### Metal 1

Bar = 20 microns.
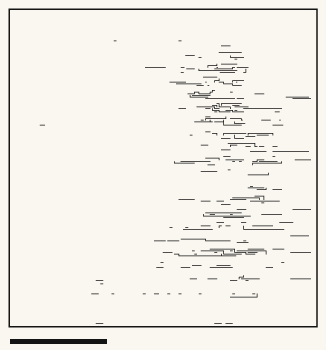
### Met2 routing

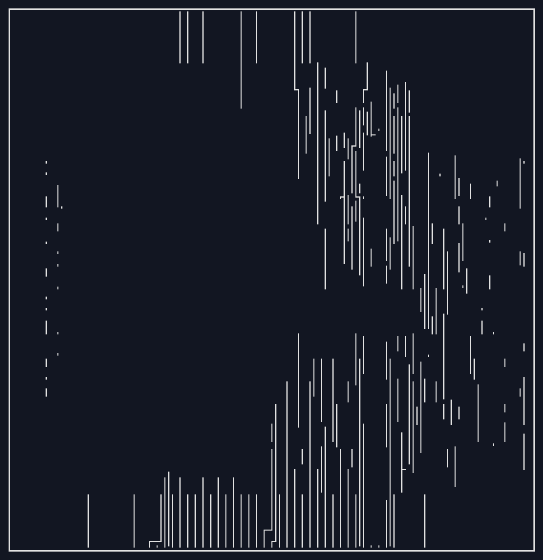
--- config.mk ---
export PLATFORM = sky130hd
export DESIGN_NAME = pipeline_stall_controller
export DESIGN_NICKNAME = d
export VERILOG_FILES = /design/src/rtl/pipeline_ctrl_pkg.sv /design/src/rtl/pipeline_stall_controller_load_use_detect.sv /design/src/rtl/pipeline_stall_controller.sv
export SDC_FILE = /design/constraint.sdc
export NUM_CORES = 1
export LEC_CHECK = 0
export CAP_MARGIN = 20
export CORE_AREA = 3 3 60 62
export CTS_CLUSTER_SIZE = 30
export DETAILED_ROUTE_END_ITERATION = 8
export DIE_AREA = 0 0 63 65
export PLACE_DENSITY = 0.87
export SETUP_SLACK_MARGIN = 0.2
export SYNTH_ARGS = -nofsm -noshare
export SYNTH_HDL_FRONTEND = slang
export SYNTH_SLANG_ARGS = --single-unit
--- constraint.sdc ---
create_clock -name clk -period 1.64 [get_ports clk]
set_input_delay 0.246 -clock clk [delete_from_list [all_inputs] [get_ports clk]]
set_output_delay 0.246 -clock clk [all_outputs]
set_load 0.02 [all_outputs]
--- src/rtl/pipeline_ctrl_pkg.sv ---
// Shared definitions for the pipeline stall/flush sequencer:
// controller state encodings, the hard-wired zero register and the default
// multiply/divide occupancy of EX.
package pipeline_ctrl_pkg;

    typedef logic [0:0] ctrl_state_t;

    localparam ctrl_state_t RUN     = 1'b0;
    localparam ctrl_state_t MD_WAIT = 1'b1;

    localparam logic [4:0] REG_ZERO = 5'd0;

    localparam int MD_LATENCY_DEF = 4;

endpackage

--- src/rtl/pipeline_stall_controller_load_use_detect.sv ---
// Load-use hazard detection between ID and EX. Purely combinational.
// A load writing r0 never creates a hazard because r0 always reads as zero.
module load_use_detect
    import pipeline_ctrl_pkg::*;
(
    input  logic [4:0] id_rs,
    input  logic [4:0] id_rt,
    input  logic       id_uses_rt,
    input  logic [4:0] ex_rd,
    input  logic       ex_mem_read,
    output logic       lu
);

    assign lu = ex_mem_read
              && (ex_rd != REG_ZERO)
              && ((ex_rd == id_rs) || (id_uses_rt && (ex_rd == id_rt)));

endmodule

--- src/rtl/pipeline_stall_controller.sv ---
// Central stall/flush sequencer for the 5-stage pipeline. Drives the PC,
// IF/ID and ID/EX enables from the hazard, branch and mult/div inputs.
// Performance counters are only built when STALL_PERF_EN is defined;
// otherwise stall_cycles and flush_count read as zero.
//
// state   | meaning
// --------+-----------------------------------------------------------
// RUN     | normal flow; branch flush, mult/div start or load-use bubble
// MD_WAIT | mult/div occupies EX; front of pipe frozen until md_cnt==0
module pipeline_stall_controller
    import pipeline_ctrl_pkg::*;
#(
    parameter int MD_LATENCY = MD_LATENCY_DEF,
    parameter int CNT_W      = 32
) (
    input  logic             clk,
    input  logic             rst_n,
    input  logic [4:0]       id_rs,
    input  logic [4:0]       id_rt,
    input  logic             id_uses_rt,
    input  logic [4:0]       ex_rd,
    input  logic             ex_mem_read,
    input  logic             ex_branch_taken,
    input  logic             ex_md_start,
    output logic             pc_we,
    output logic             ifid_we,
    output logic             ifid_flush,
    output logic             idex_we,
    output logic             idex_bubble,
    output logic             md_busy,
    output logic [CNT_W-1:0] stall_cycles,
    output logic [CNT_W-1:0] flush_count
);

    // The RUN cycle of a mult/div counts as the first freeze cycle and the
    // MD_WAIT cycle with md_cnt==0 as the last, hence the -2.
    localparam logic [3:0] MD_INIT = 4'(MD_LATENCY - 2);

    ctrl_state_t state, state_nxt;
    logic [3:0]  md_cnt, md_cnt_nxt;
    logic        lu;

    load_use_detect u_lu (
        .id_rs       (id_rs),
        .id_rt       (id_rt),
        .id_uses_rt  (id_uses_rt),
        .ex_rd       (ex_rd),
        .ex_mem_read (ex_mem_read),
        .lu          (lu)
    );

    // Enables and next state from current state and the prioritised events.
    always_comb begin
        pc_we       = 1'b1;
        ifid_we     = 1'b1;
        ifid_flush  = 1'b0;
        idex_we     = 1'b1;
        idex_bubble = 1'b0;
        md_busy     = 1'b0;
        state_nxt   = state;
        md_cnt_nxt  = md_cnt;
        case (state)
            RUN: begin
                if (ex_branch_taken) begin
                    ifid_flush  = 1'b1;
                    idex_bubble = 1'b1;
                end else if (ex_md_start) begin
                    pc_we      = 1'b0;
                    ifid_we    = 1'b0;
                    idex_we    = 1'b0;
                    md_busy    = 1'b1;
                    md_cnt_nxt = MD_INIT;
                    state_nxt  = MD_WAIT;
                end else if (lu) begin
                    pc_we       = 1'b0;
                    ifid_we     = 1'b0;
                    idex_bubble = 1'b1;
                end
            end
            MD_WAIT: begin
                pc_we   = 1'b0;
                ifid_we = 1'b0;
                idex_we = 1'b0;
                md_busy = 1'b1;
                if (md_cnt == 4'd0) begin
                    state_nxt = RUN;
                end else begin
                    md_cnt_nxt = md_cnt - 4'd1;
                end
            end
            default: begin
                state_nxt  = RUN;
                md_cnt_nxt = 4'd0;
            end
        endcase
    end

    // State and mult/div countdown registers.
    always_ff @(posedge clk) begin
        if (!rst_n) begin
            state  <= RUN;
            md_cnt <= 4'd0;
        end else begin
            state  <= state_nxt;
            md_cnt <= md_cnt_nxt;
        end
    end

`ifdef STALL_PERF_EN
    logic [CNT_W-1:0] stall_q;
    logic [CNT_W-1:0] flush_q;

    // Free-running wrap-around counters of frozen-PC cycles and branch flushes.
    always_ff @(posedge clk) begin
        if (!rst_n) begin
            stall_q <= '0;
            flush_q <= '0;
        end else begin
            if (!pc_we) begin
                stall_q <= stall_q + 1'b1;
            end
            if (ifid_flush) begin
                flush_q <= flush_q + 1'b1;
            end
        end
    end

    assign stall_cycles = stall_q;
    assign flush_count  = flush_q;
`else
    assign stall_cycles = '0;
    assign flush_count  = '0;
`endif

endmodule

==> flow_summary.json <==
{
  "finalCriticalPeriod_ps": 1690,
  "grt_pass1_wl_microns": 2525,
  "grtUsageMet1_pct": 6.750,
  "overflow": 0,
  "drive_above_1_share_pct": 28.48,
  "final_antenna_net_count": 0,
  "muxShareOfSynthArea_pct": 0,
  "cp_data_required_time_ps": 1390,
  "violations": "setup timing",
  "yosysChipArea_sq_um": 909.6,
  "top_area_cell": "buf_4",
  "fmax_mhz": 591.8,
  "startpoint_type": "input port",
  "syn2layout_area_growth_pct": 26.82,
  "numSynthFlops": 5,
  "cts_tree": "built",
  "setup_ws_ps": -49.83,
  "die_x_microns": 63,
  "vias_per_cell": 3.465,
  "ys_sh_simple_pct": 10.73,
  "place.gp.congestion": 0.8448,
  "ys_sh_xor_pct": 9.629,
  "io_pins": 91,
  "pre_cts_slack_ps": -817.6,
  "rows": 20,
  "antenna_found_initial": 0,
  "setup_viol": 2,
  "routedWlPerCell_microns": 8.386,
  "syn_avg_cell_area_sq_um": 7.775,
  "worst-path-max-fanout": 3,
  "mi_logic_area_sq_um": 595.6,
  "status": "complete, but fails checks",
  "final_cell_mix": "conb_1, buf_4, buf_6, dlygate4sd2_1, xor2_1",
  "initCoreUtil_pct": 29.55
}
Notes on 'Metal 1' above:
nets with wire on the layer = 118
wire length on this layer = 477 microns
longest straight run = 11.7 microns
share of all routed wire = 28%
main direction = horizontal
Total Wirelength: 1694 microns
DR vias: 700

Notes on 'Met2 routing' above:
nets with wire on the layer = 168
wire length on this layer = 992 microns
longest straight run = 22.4 microns
share of all routed wire = 59%

[per-stage QoR]
stage	hold WS [ps]	utilization [%]	instances	instance area (sq um)	total power, mW
2_1_floorplan	392.9	-	180	1146	0.4768
3_3_place_gp	462.1	34.55	197	1064	0.4749
3_5_place_dp	470.6	34.55	197	1064	0.4799
4_1_cts	476.6	35.73	202	1100	0.6216
5_1_grt	530.1	37.48	202	1154	0.6818
6_report	512.8	37.48	202	1154	0.6387
[sequential cells by signal, indices dropped and copies added, names as in the netlist]
| register | cells |
|---|---|
| state | 1 |
| md_cnt | 4 |
[routing by layer]
metal	up-vias	part of all wire, %
met5	-	0
met4	0	0.47
met3	2	13
met2	54	59
met1	314	28
li1	330	-
[synth_stat cells (all sizes together)]
cell / instances
conb: 1
o221a: 1
o21ai: 4
and2: 1
xor2: 9
buf: 65
or4: 1
inv: 7
xnor2: 1
nor3: 5
a211oi: 1
ha: 1
o32ai: 1
a21oi: 2
nand2b: 1
nor4: 1
nor3b: 1
nor2: 4
dfxtp: 5
o31a: 1
a32oi: 1
a21o: 1
nand4b: 2
[critical path: stages]
cell and delay [ps]:
buf_6 100, xor2_2 160, nor4_2 280, a32oi_2 170
o31a_1 340, buf_6 140
[timing repair]
item,CTS,global route
hold buffers,0,0
endpoints found under the setup margin,7,6
pin swaps,13,9
setup buffers,1,0
resized,71,17
[layout make-up]
cell class	count	share of cell area [%]
multi-input combinational	103	51.63
timing repair buffer	39	30.37
sequential	5	8.677
tap	44	4.772
clock buffer	4	2.278
inverter	7	2.278
[where the power goes]
part	internal [mW]	total, mW	switching (mW)
clock	0.0915	0.134	0.0425
sequential	0.130	0.137	0.00719
combinational	0.131	0.368	0.237
total	0.352	0.639	0.287
No activity file was given, so power comes from the tool's default toggle rates.
